File: config.mk
export PLATFORM = sky130hd
export DESIGN_NAME = calc_req_dispatcher
export DESIGN_NICKNAME = d
export VERILOG_FILES = /design/src/rtl/calc_req_dispatcher.sv
export SDC_FILE = /design/constraint.sdc
export NUM_CORES = 1
export LEC_CHECK = 0
export CORE_MARGIN = 2
export CORE_UTILIZATION = 54
export DETAILED_ROUTE_END_ITERATION = 7
export GPL_ROUTABILITY_DRIVEN = 0
export MAX_ROUTING_LAYER = met4
export PLACE_DENSITY_LB_ADDON = 0.1
export SLEW_MARGIN = 20
export SYNTH_ARGS = -nofsm -noshare
export SYNTH_HDL_FRONTEND = slang
export SYNTH_SLANG_ARGS = --single-unit
export TNS_END_PERCENT = 10
File: constraint.sdc
create_clock -name PClk -period 19.6 [get_ports PClk]
set_input_delay 1.96 -clock PClk [delete_from_list [all_inputs] [get_ports PClk]]
set_output_delay 1.96 -clock PClk [all_outputs]
set_load 0.005 [all_outputs]
File: src/rtl/calc_req_dispatcher.sv
// Valid/ready command intake buffered per port, driving each port's two-cycle request protocol with tag tracking.
// Define CALC_DISP_TIMEOUT_EN to build per-tag watchdogs that retire requests that never see a response.
module calc_req_dispatcher #(
  parameter int NUM_PORTS      = 4,
  parameter int CMD_WIDTH      = 4,
  parameter int DATA_WIDTH     = 32,
  parameter int TAG_WIDTH      = 2,
  parameter int FIFO_DEPTH     = 4,
  parameter int TIMEOUT_CYCLES = 1024,
  localparam int PW = (NUM_PORTS > 1) ? $clog2(NUM_PORTS) : 1
) (
  input  logic                            PClk,
  input  logic                            reset,
  input  logic                            in_valid,
  output logic                            in_ready,
  input  logic [PW-1:0]                   in_port,
  input  logic [CMD_WIDTH-1:0]            in_cmd,
  input  logic [DATA_WIDTH-1:0]           in_op1,
  input  logic [DATA_WIDTH-1:0]           in_op2,
  output logic [NUM_PORTS*CMD_WIDTH-1:0]  req_cmd,
  output logic [NUM_PORTS*DATA_WIDTH-1:0] req_data,
  output logic [NUM_PORTS*TAG_WIDTH-1:0]  req_tag,
  input  logic [NUM_PORTS*2-1:0]          out_resp,
  input  logic [NUM_PORTS*DATA_WIDTH-1:0] out_data,
  input  logic [NUM_PORTS*TAG_WIDTH-1:0]  out_tag,
  output logic [NUM_PORTS-1:0]            iss_valid,
  output logic [NUM_PORTS*TAG_WIDTH-1:0]  iss_tag,
  output logic [NUM_PORTS-1:0]            cpl_valid,
  output logic [NUM_PORTS*2-1:0]          cpl_resp,
  output logic [NUM_PORTS*TAG_WIDTH-1:0]  cpl_tag,
  output logic [NUM_PORTS*DATA_WIDTH-1:0] cpl_data,
  output logic [NUM_PORTS-1:0]            cpl_spurious,
  output logic [NUM_PORTS-1:0]            cpl_timeout
);
  localparam int NT = 1 << TAG_WIDTH;
  localparam int AW = $clog2(FIFO_DEPTH);
  localparam logic [AW:0] PTR_ONE = 1;

  typedef enum logic [1:0] {S_IDLE, S_CMD, S_DATA2} state_t;

  if (FIFO_DEPTH < 2 || (FIFO_DEPTH & (FIFO_DEPTH - 1)) != 0 || TIMEOUT_CYCLES < 2) begin : g_cfg_err
    $error("calc_req_dispatcher: FIFO_DEPTH must be a power of 2 >= 2 and TIMEOUT_CYCLES >= 2");
  end

  // Padded so that an in_port value beyond NUM_PORTS reads as not-full.
  logic [(1<<PW)-1:0] w_full;
  assign in_ready = ~w_full[in_port];
  for (genvar q = NUM_PORTS; q < (1 << PW); q++) begin : g_pad
    assign w_full[q] = 1'b0;
  end

  for (genvar p = 0; p < NUM_PORTS; p++) begin : g_port
    state_t                r_state, w_state_nxt;
    logic [CMD_WIDTH-1:0]  r_f_cmd [FIFO_DEPTH];
    logic [DATA_WIDTH-1:0] r_f_op1 [FIFO_DEPTH];
    logic [DATA_WIDTH-1:0] r_f_op2 [FIFO_DEPTH];
    logic [AW:0]           r_wr_ptr, r_rd_ptr;
    logic [NT-1:0]         r_busy, w_alloc, w_clr;
    logic [DATA_WIDTH-1:0] r_op2, r_req_data, w_req_data_nxt, w_rsp_data, r_cpl_data;
    logic [CMD_WIDTH-1:0]  r_req_cmd, w_req_cmd_nxt;
    logic [TAG_WIDTH-1:0]  r_req_tag, w_req_tag_nxt, w_free_tag, w_rsp_tag, w_to_tag, r_cpl_tag;
    logic [1:0]            w_rsp, r_cpl_resp;
    logic                  r_iss, w_iss_nxt, w_empty, w_wr, w_has_free, w_issue;
    logic                  w_rsp_vld, w_rsp_busy, w_to_fire;
    logic                  r_cpl_valid, r_cpl_spur, r_cpl_to;

    assign w_empty    = (r_wr_ptr == r_rd_ptr);
    assign w_full[p]  = (r_wr_ptr[AW] != r_rd_ptr[AW]) && (r_wr_ptr[AW-1:0] == r_rd_ptr[AW-1:0]);
    assign w_wr       = in_valid && (in_port == PW'(p)) && !w_full[p] && (in_cmd != '0);
    assign w_rsp      = out_resp[p*2 +: 2];
    assign w_rsp_tag  = out_tag[p*TAG_WIDTH +: TAG_WIDTH];
    assign w_rsp_data = out_data[p*DATA_WIDTH +: DATA_WIDTH];
    assign w_rsp_vld  = |w_rsp;
    assign w_rsp_busy = r_busy[w_rsp_tag];

    always_comb begin
      w_has_free = 1'b0;
      w_free_tag = '0;
      for (int t = NT - 1; t >= 0; t--) begin
        if (!r_busy[t]) begin
          w_has_free = 1'b1;
          w_free_tag = TAG_WIDTH'(t);
        end
      end
    end

    // Allocation looks at the pre-retire mask, so a tag freed this cycle is only reusable next cycle.
    assign w_issue = !w_empty && w_has_free && (r_state != S_CMD);
    assign w_alloc = w_issue ? (NT'(1) << w_free_tag) : '0;
    assign w_clr   = ((w_rsp_vld && w_rsp_busy) ? (NT'(1) << w_rsp_tag) : '0) |
                     (w_to_fire ? (NT'(1) << w_to_tag) : '0);

    always_ff @(posedge PClk) begin
      if (w_wr) begin
        r_f_cmd[r_wr_ptr[AW-1:0]] <= in_cmd;
        r_f_op1[r_wr_ptr[AW-1:0]] <= in_op1;
        r_f_op2[r_wr_ptr[AW-1:0]] <= in_op2;
      end
      if (w_issue) r_op2 <= r_f_op2[r_rd_ptr[AW-1:0]];
    end

    always_ff @(posedge PClk) begin
      if (reset) begin
        r_wr_ptr <= '0;
        r_rd_ptr <= '0;
        r_busy   <= '0;
        r_state  <= S_IDLE;
      end else begin
        if (w_wr)    r_wr_ptr <= r_wr_ptr + PTR_ONE;
        if (w_issue) r_rd_ptr <= r_rd_ptr + PTR_ONE;
        r_busy  <= (r_busy | w_alloc) & ~w_clr;
        r_state <= w_state_nxt;
      end
    end

    always_comb begin
      w_state_nxt    = r_state;
      w_req_cmd_nxt  = '0;
      w_req_data_nxt = '0;
      w_req_tag_nxt  = '0;
      w_iss_nxt      = 1'b0;
      case (r_state)
        S_CMD: begin
          w_state_nxt    = S_DATA2;
          w_req_data_nxt = r_op2;
          w_req_tag_nxt  = r_req_tag;
        end
        default: begin
          if (w_issue) begin
            w_state_nxt    = S_CMD;
            w_req_cmd_nxt  = r_f_cmd[r_rd_ptr[AW-1:0]];
            w_req_data_nxt = r_f_op1[r_rd_ptr[AW-1:0]];
            w_req_tag_nxt  = w_free_tag;
            w_iss_nxt      = 1'b1;
          end else begin
            w_state_nxt = S_IDLE;
          end
        end
      endcase
    end

    always_ff @(posedge PClk) begin
      if (reset) begin
        r_req_cmd   <= '0;
        r_req_data  <= '0;
        r_req_tag   <= '0;
        r_iss       <= 1'b0;
        r_cpl_valid <= 1'b0;
        r_cpl_spur  <= 1'b0;
        r_cpl_to    <= 1'b0;
        r_cpl_resp  <= '0;
        r_cpl_tag   <= '0;
        r_cpl_data  <= '0;
      end else begin
        r_req_cmd   <= w_req_cmd_nxt;
        r_req_data  <= w_req_data_nxt;
        r_req_tag   <= w_req_tag_nxt;
        r_iss       <= w_iss_nxt;
        r_cpl_valid <= w_rsp_vld || w_to_fire;
        r_cpl_spur  <= w_rsp_vld && !w_rsp_busy;
        r_cpl_to    <= w_to_fire;
        r_cpl_resp  <= w_rsp;
        r_cpl_tag   <= w_rsp_vld ? w_rsp_tag : (w_to_fire ? w_to_tag : '0);
        r_cpl_data  <= w_rsp_vld ? w_rsp_data : '0;
      end
    end

`ifdef CALC_DISP_TIMEOUT_EN
    localparam int CW = $clog2(TIMEOUT_CYCLES + 1);
    logic [CW-1:0] r_wd [NT];
    logic          w_to_any;

    // Counters saturate at the limit so a timeout deferred by a real response still fires.
    always_ff @(posedge PClk) begin
      for (int t = 0; t < NT; t++) begin
        if (reset || w_alloc[t])
          r_wd[t] <= '0;
        else if (r_busy[t] && r_wd[t] != CW'(TIMEOUT_CYCLES - 1))
          r_wd[t] <= r_wd[t] + CW'(1);
      end
    end

    always_comb begin
      w_to_any = 1'b0;
      w_to_tag = '0;
      for (int t = NT - 1; t >= 0; t--) begin
        if (r_busy[t] && r_wd[t] == CW'(TIMEOUT_CYCLES - 1)) begin
          w_to_any = 1'b1;
          w_to_tag = TAG_WIDTH'(t);
        end
      end
    end
    assign w_to_fire = w_to_any && !w_rsp_vld;
`else
    assign w_to_fire = 1'b0;
    assign w_to_tag  = '0;
`endif

    assign req_cmd[p*CMD_WIDTH +: CMD_WIDTH]     = r_req_cmd;
    assign req_data[p*DATA_WIDTH +: DATA_WIDTH]  = r_req_data;
    assign req_tag[p*TAG_WIDTH +: TAG_WIDTH]     = r_req_tag;
    assign iss_valid[p]                          = r_iss;
    assign iss_tag[p*TAG_WIDTH +: TAG_WIDTH]     = r_req_tag;
    assign cpl_valid[p]                          = r_cpl_valid;
    assign cpl_resp[p*2 +: 2]                    = r_cpl_resp;
    assign cpl_tag[p*TAG_WIDTH +: TAG_WIDTH]     = r_cpl_tag;
    assign cpl_data[p*DATA_WIDTH +: DATA_WIDTH]  = r_cpl_data;
    assign cpl_spurious[p]                       = r_cpl_spur;
    assign cpl_timeout[p]                        = r_cpl_to;
  end
endmodule
Figure 1. PDN straps and rails (run 1).
Pins as bars on the die edge.
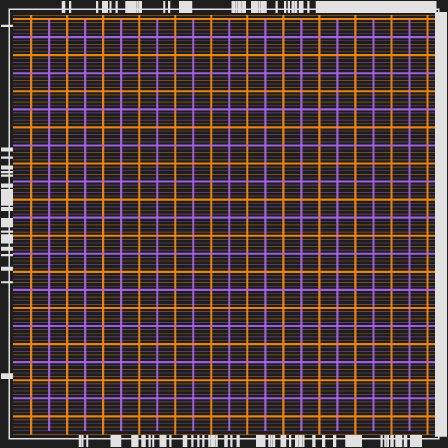
Purple shows VDD. Orange shows VSS.
23 straps on met4. 117 met1 rails follow the rows. 23 straps on met5.

Figure 2. Clock wiring as the flow saved it (run 1).
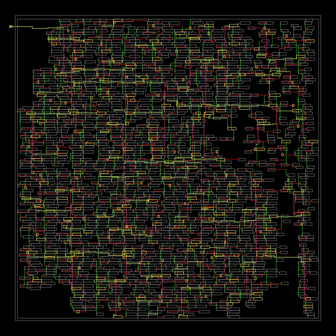
CTS buffer count: 155
Clock group: 2970 µW
clk sinks: 1576
CLK BUF: 227

Figure 3. Sequential cells grouped by signal name (run 1).
Other sequential cells in the stronger grey, the rest of the logic in the fainter grey.
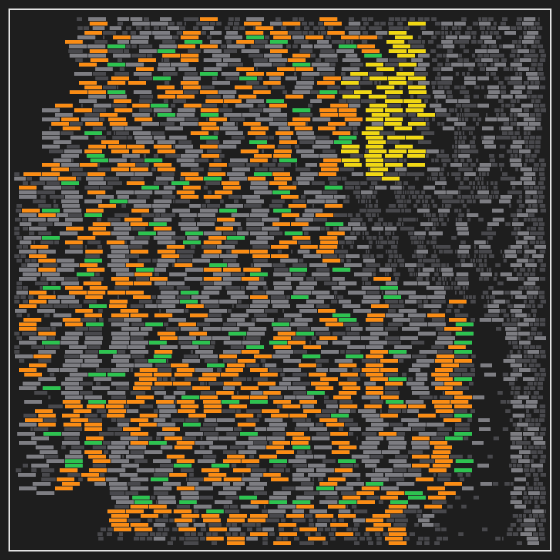
Green shows g_port.r_op2, flops 128. Yellow shows g_port.r_f_cmd, flops 64. Orange shows g_port.r_f_op1, flops 512.

Figure 4. Metal 1 (run 1).
Supply wires on this layer in grey.
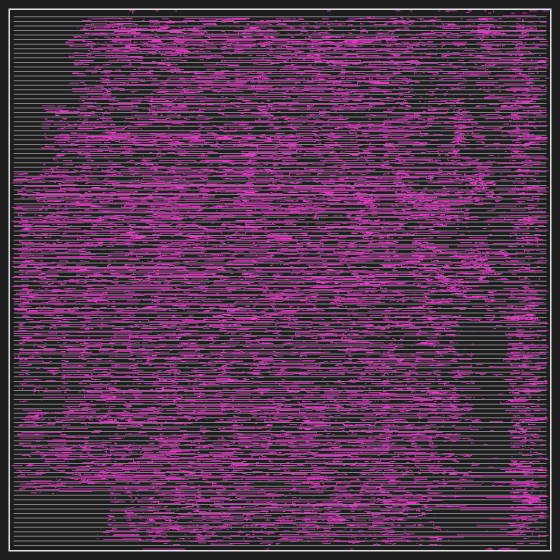
The layer carries 50.4 mm of wire. The wires run mostly horizontal. The layer holds 38% of the routed length.

==> reports/metrics.cfg, run 1 <==
[synthesis]
ys.flop_type = edfxtp_1
async_reset_ff_share_pct = 0
yosysChipArea_um2 = 54700
seq_area_frac_synth_pct = 79.9
syn_area_per_cell_um2 = 21.3
netlist_logic_family_top = multiplexers
synth_cell_type_count = 50
top_cells_by_area = edfxtp_1 (67%), dfxtp_1 (13%), mux4_2 (11%), a22o_1 (2.1%), nor2b_1 (1.8%)
fa_ha_area_share_pct = 0.457
edf_count = 1216
ys_top_cells_by_count = edfxtp_1 (1216), dfxtp_1 (360), mux4_2 (277)
yosys_cells = 2565
top_area_cell = edfxtp_1
synth-seq-cells = 1576
top_area_share_pct = 66.7
top_cell = edfxtp_1
syn_area_um2 = 54700
ys_sh_simple_pct = 3.34
mux_share_pct = 11.9
ys_warn_count = 0
netlist_instances = 2565
xor_share_pct = 0.272
ys_sh_aoi_pct = 2.75

[global_routing]
grt_overflow = 0
antenna_found_initial = 21
grt_pass1_vias = 27600
grt.total_usage_pct = 26.6
busiest_layer = met2
grt_pass1_wl_mm = 189
use_met3_pct = 4.29
grt_max_degree = 70
grt_util_met1_pct = 33.2
grt.met2_usage_pct = 43.7

[die]
core_um2 = 100000
dieArea_um2 = 104000
fp.dieH_um = 322
std_cell_rows = 116
core_util_floorplan_pct = 54.6
pin_count = 538
die_w_um = 322

[outcome]
status = finished clean

[setup_path]
path_class = input pin to primary output
start_kind = input pin
cp_max_fo = 11
endpoint_kind = primary output
crit_arrival_ns = 3.69
critPathRequiredTime_ns = 17.64

[route]
drt_pass1_iterations = 5
wl_per_cell_um = 28.5
avgViaCountPerCell = 5.76
vias = 27000
ant_nets = 0
post-route-drc-count = 0
wl_mm = 134
drtIter0Drc = 2277

[cells_and_area]
fin_util_pct = 66.8
drive_above_1_share_pct = 18.8
nNetsFinal = 3416
stdcell_count = 4682
area_growth_pct = 22.4

[timing]
hold_violations = 0
finalCriticalPeriod_ns = 5.65
finClkSkew_ns = 0.0283
slew_headroom_pct = 27.2
slew_viol_final = 0
setup_viol = 0
fin_setup_tns_ns = 0
grt_setup_unrepaired = false
finalClockPeriodUsage_pct = 28.8
worstMarginPinSlew_ns = 1.09
fmax_ghz = 0.177

[job]
warnings = 38
maxCapViolCount = 0

[clocking]
ctsHoldBuffers = 0
post_cts_buffers = 0
clk_latency_ns = 0.77
clk_pin_slew_ns = 0.06
cts_root_buffer = clkbuf_16
clk_path_buf_depth = 3
htree_levels = 4
cts_tree = done
ctsResizeCount = 0

[place]
dp_hpwl_mm = 81.0
io_buffers = 533
place_inst = 4377

[worst_hold_path]
hp-class = flip-flop to flip-flop

[power_and_ir_drop]
cellPowerDensity_nw_per_um2 = 125
irDropWorstVdd_v = 0.0000847
p_leak_uw = 0.0219
total_power_uw = 8390

run 1: kinds of logic (layout without fill, tap and decap cells):
logic type,count (synthesis),after routing
multiplexers,301,301
AND/OR/NAND/NOR,309,309
AND-OR/OR-AND,182,182
adder cells (fa/ha/maj),20,20
XOR/XNOR,17,17
other,1,17
buffers and inverters,159,903
flip-flops,1576,1576
run 1: layer usage:
metal,part of all wire (%),up-vias
met3,7.3,250
met2,51,1179
li1,-,11500
met5,0,-
met4,3.9,0
met1,38,14100
run 1: layout by cell type, fill, tap and decap left out, types with 4 or more instances in the layout:
cell	count
o31ai_1	9
dfxtp_1	344
dfxtp_4	5
and2_4	12
edfxtp_1	1216
bufinv_16	10
clkinv_2	25
nor3_4	5
a32o_1	7
nor2_1	38
inv_2	4
o21ai_0	10
nor2_4	5
a21oi_1	14
nor3_1	13
diode_2	13
nand2_1	27
mux4_2	277
dfxtp_2	11
buf_4	51
mux2_1	16
ha_1	20
clkdlybuf4s50_1	532
clkinv_1	16
nor2b_1	154
mux2i_1	7
conb_1	4
nand3_1	4
clkbuf_16	161
or4_1	6
a22o_1	130
clkbuf_8	25
clkbuf_1	40
and2_1	19
nor3_2	4
xor2_1	11
xnor2_1	6
inv_1	22
inv_6	4
run 1: power breakdown:
part	total, µW	internal (µW)	switching [µW]
Sequential	4110	3910	193
Combinational	1310	659	649
Clock	2970	1740	1230
run 1: worst max-delay path: stages:
cell	delay, ns
clkdlybuf4s50_1	0.81
mux4_2	0.44
clkdlybuf4s50_1	0.47
run 1: sequential cells by signal, summed over array words and instances (netlist names), 12 cells and up, named ones only:
register / flops
g_port.r_f_op1: 512
g_port.r_f_op2: 512
g_port.r_cpl_data: 128
g_port.r_op2: 128
g_port.r_req_data: 128
g_port.r_f_cmd: 64
g_port.r_busy: 16
g_port.r_req_cmd: 16
g_port.r_rd_ptr: 12
g_port.r_wr_ptr: 12
run 1: through the flow:
step | instance area [µm²] | hold slack [ns] | setup WS, ns
floorplan | 54700 | 0.436 | 11.62
global placement | 61700 | 0.448 | 13.97
detailed placement | 61700 | 0.450 | 13.95
CTS | 66900 | 0.464 | 13.94
global route | 67000 | 0.477 | 13.87
finish | 67000 | 0.462 | 13.95
run 1: path summary, 6_finish.rpt:
kind / start / endpoint / slack (ns) / cells past startpoint
min: g_port[0].r_op2[30]$_DFFE_PP_ / g_port[0].r_req_data[30]$_SDFF_PP0_ / 0.46 / 1
max reg2reg: g_port[3].r_rd_ptr[1]$_SDFFE_PP0P_ / g_port[3].r_f_op2[2][28]$_DFFE_PP_ / 16.06 / 6
max: in_port[0] / in_ready / 13.95 / 3
min reg2reg: g_port[0].r_op2[30]$_DFFE_PP_ / g_port[0].r_req_data[30]$_SDFF_PP0_ / 0.46 / 1
run 1: final cells by class:
type                            instances  area (µm²)
Clock inverter                         63         667
Multi-Input combinational cell        833       10400
Clock buffer                          227        4530
Fill cell                            6465       33300
Timing Repair Buffer                  587        5790
Antenna cell                           13        32.5
Sequential cell                      1576       43800
Tap cell                             1357        1700
Inverter                               26        97.6
## Run 2: what changed since run 1
--- a/config.mk
+++ b/config.mk
@@ -6,7 +6,7 @@
 export NUM_CORES = 1
 export LEC_CHECK = 0
 export CORE_MARGIN = 2
-export CORE_UTILIZATION = 54
+export CORE_UTILIZATION = 51
 export DETAILED_ROUTE_END_ITERATION = 7
 export GPL_ROUTABILITY_DRIVEN = 0
 export MAX_ROUTING_LAYER = met4
==> constraint.sdc (replaced) <==
create_clock -name PClk -period 4.77 [get_ports PClk]
set_input_delay 0.477 -clock PClk [delete_from_list [all_inputs] [get_ports PClk]]
set_output_delay 0.477 -clock PClk [all_outputs]
set_load 0.005 [all_outputs]
Figure 5. PDN straps and rails (run 2).
Pins as bars on the die edge.
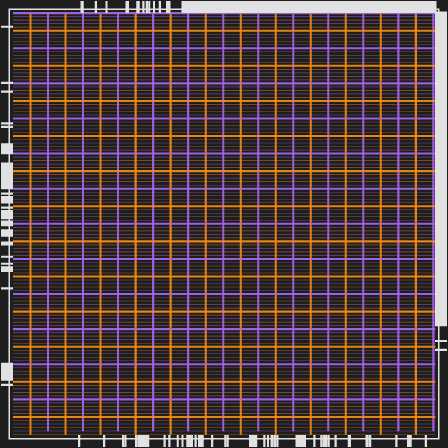
die width: 332 µm
die height: 332 µm

Figure 6. Metal 1 (run 2).
Supply wires on this layer in grey.
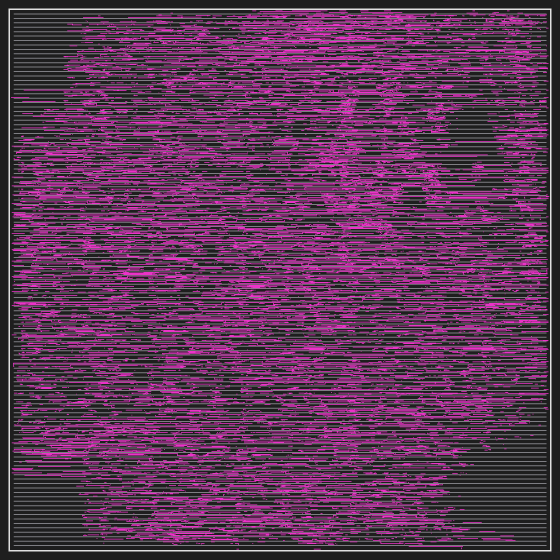
3263 nets have wire on it. The longest straight run is 77.3 µm.
routed vias: 27.1k
Post-Route WL: 137 mm
GR Util met1: 35.0%

==> reports/metrics.cfg, run 2 <==
[setup_path]
max_stage_delay_ns = 0.85  ; +0.04 ns
cp_max_fo = 39  ; +28
crit_arrival_ns = 3.42  ; -0.27 ns
path_buffers = 2  ; unchanged
critPathTopFamily = flip-flops
path_class = flip-flop to primary output
start_kind = flip-flop
critPathRequiredTime_ns = 4.29  ; -13.35 ns
path_cells = xor2_1 > nor3_2 > inv_2 > mux4_2 > clkdlybuf4s50_1
slowest_stage = dfxtp_4

[die]
core_um2 = 107000  ; +6.4%
pin_count = 538  ; unchanged
core_util_floorplan_pct = 51.3  ; -3.3 points
std_cell_rows = 120  ; +3.4%

[clocking]
clk_pin_slew_ns = 0.06  ; about the same
clk_path_buf_depth = 3  ; unchanged
clk_latency_ns = 0.76  ; about the same
ctsResizeCount = 0  ; unchanged
numCtsBuffers = 156  ; +0.65%
cts_tree = done
cts_root_buffer = clkbuf_16
htree_levels = 4  ; unchanged

[power_and_ir_drop]
combPwrFrac_pct = 15.4  ; -0.2 points
switching_share_pct = 25.2  ; +0.46 points
irDropWorstVdd_v = 0.000357  ; +320%
power.clock.fraction_pct = 34.8  ; -0.6 points
p_sw_uw = 8640  ; +320%
p_int_uw = 25700  ; +310%
p_leak_uw = 0.0218  ; -0.47%
seq_power_share_pct = 49.9  ; +0.9 points

[job]
maxCapViolCount = 0  ; unchanged
warnings = 39  ; +2.6%

[timing]
worstMarginPinSlew_ns = 1.15  ; +0.0540 ns
hold_violations = 0  ; unchanged
finalCriticalPeriod_ns = 3.89
grt_setup_unrepaired = false
slew_viol_final = 0  ; unchanged
finClkSkew_ns = 0.0298  ; +0.00142 ns
hold_ws_ns = 0.273  ; -0.190 ns
postLayoutSetupSlackWorst_ns = 0.878  ; -13.07 ns
setup_viol = 0  ; unchanged
fmax_ghz = 0.257

[synthesis]
ys_top_cells_by_count = edfxtp_1 (1216), dfxtp_1 (360), mux4_2 (277)
ys_warn_count = 0  ; unchanged
synth_cell_type_count = 50  ; unchanged
syn_area_um2 = 54700  ; unchanged
edf_count = 1216  ; unchanged
yosysChipArea_um2 = 54700  ; unchanged
yosys_cells = 2565  ; unchanged
seq_area_frac_synth_pct = 79.9  ; unchanged
top_cells_by_area = edfxtp_1 (67%), dfxtp_1 (13%), mux4_2 (11%), a22o_1 (2.1%), nor2b_1 (1.8%)
synth-seq-cells = 1576  ; unchanged
netlist_instances = 2565  ; unchanged
top_area_cell = edfxtp_1
top_area_share_pct = 66.7  ; unchanged
syn_area_per_cell_um2 = 21.3  ; unchanged

[cells_and_area]
mostFrequentLayoutCells = edfxtp_1 (1216), clkdlybuf4s50_1 (532), dfxtp_1 (344), mux4_2 (277), clkbuf_16 (160)
nNetsFinal = 3414  ; -0.059%
drive_above_1_share_pct = 18.2  ; -0.59 points
area_growth_pct = 22.4  ; about the same
mostFrequentLayoutCell = edfxtp_1

[global_routing]
grt_pass1_vias = 28000  ; +1.4%
grt_pass1_wl_mm = 199  ; +4.8%
antenna_found_initial = 6  ; -71%
grt.total_usage_pct = 25.9  ; -0.75 points
grt_overflow = 0  ; unchanged

[route]
ant_nets = 0  ; unchanged
post-route-drc-count = 0  ; unchanged
drtIter0Drc = 2240  ; -1.6%
avgViaCountPerCell = 5.76  ; about the same
wl_per_cell_um = 29.1  ; +2.0%
drt_pass1_iterations = 5  ; unchanged

[worst_hold_path]
hp-class = input pin to flip-flop

[place]
dp_hpwl_mm = 83.0  ; +2.5%
io_buffers = 533  ; unchanged
place_ws_ns = 0.759  ; -13.19 ns

[outcome]
status = finished clean

==> run 2: cell count changes in the layout (fill, tap and decap cells not counted), sizes merged <==
cell and change:
buf -3, bufinv -2, clkbuf -2, clkinv +4, clkinvlp +2, diode -11, inv -1
==> run 2: cells by family (layout without fill, tap and decap cells) <==
family | Yosys count | after routing | share of synthesized area [%]
DFF | 1576 | 1576 | 79.9
and+or+nand+nor | 309 | 309 | 3.34
muxes | 301 | 301 | 11.9
AOI/OAI and AO/OA | 182 | 182 | 2.75
buffers and inverters | 159 | 901 | 1.39
adders and majority gates | 20 | 20 | 0.457
xor gates and xnor gates | 17 | 17 | 0.272
other | 1 | 6 | 0.00685
==> run 2: final timing paths <==
check	startpoint	to	slack, ns	cells past startpoint
max reg2reg	g_port[2].r_rd_ptr[1]$_SDFFE_PP0P_	g_port[2].r_f_op2[0][0]$_DFFE_PP_	1.46	5
min	out_data[24]	g_port[0].r_cpl_data[24]$_SDFF_PP0_	0.27	2
min reg2reg	g_port[2].r_op2[4]$_DFFE_PP_	g_port[2].r_req_data[4]$_SDFF_PP0_	0.45	1
max	g_port[2].r_rd_ptr[1]$_SDFFE_PP0P_	in_ready	0.88	5
==> run 2: layout make-up <==
class	count	area (µm²)	area share (%)
clock buffers	225	4390	6.55
flip-flops and latches	1576	43800	65.4
diodes	2	5.00	0.00747
multi-input cells	833	10400	15.5
clock inverters	66	637	0.951
well taps	1403	1760	2.62
inverters	26	97.6	0.146
repair buffers	584	5900	8.82
==> run 2: worst reg2reg max path, cell delays in order (launching register included) <==
cell and delay (ns):
dfxtp_4 0.85, xor2_1 0.38, nor3_2 0.17, nor3_1 0.49
and2_4 0.65, buf_12 0.39
==> run 2: power groups by stage <==
stage,registers (µW),logic (µW),clock network (µW)
floorplan,16700,3100,0
global placement,17400,5240,0
detailed placement,17400,5330,0
CTS,17200,5360,12200
global route,17300,5570,12700
finish,17100,5270,11900
==> run 2: stage by stage <==
stage | setup TNS, ns | instance area [µm²] | power [µW] | utilization [%] | std cells
6_report | 0 | 67000 | 34300 | 62.7 | 4715
4_1_cts | 0 | 66900 | 34700 | 62.7 | 4712
2_1_floorplan | -149.27 | 54700 | 19800 | - | 2568
3_5_place_dp | 0 | 61900 | 22800 | 58.0 | 4421
3_3_place_gp | 0 | 61900 | 22700 | 58.0 | 4420
5_1_grt | 0 | 67000 | 35500 | 62.7 | 4715
==> run 2: per-layer routing <==
| layer | GRT usage (%) | vias to the layer above | wire [µm] |
|---|---|---|---|
| li1 | - | 11500 | - |
| met1 | 35.0 | 14400 | 57200 |
| met2 | 41.5 | 1051 | 68500 |
| met3 | 4.16 | 196 | 8760 |
| met4 | 6.75 | 0 | 2850 |
| met5 | - | - | 0 |
Power and IR drop assume default switching activity.
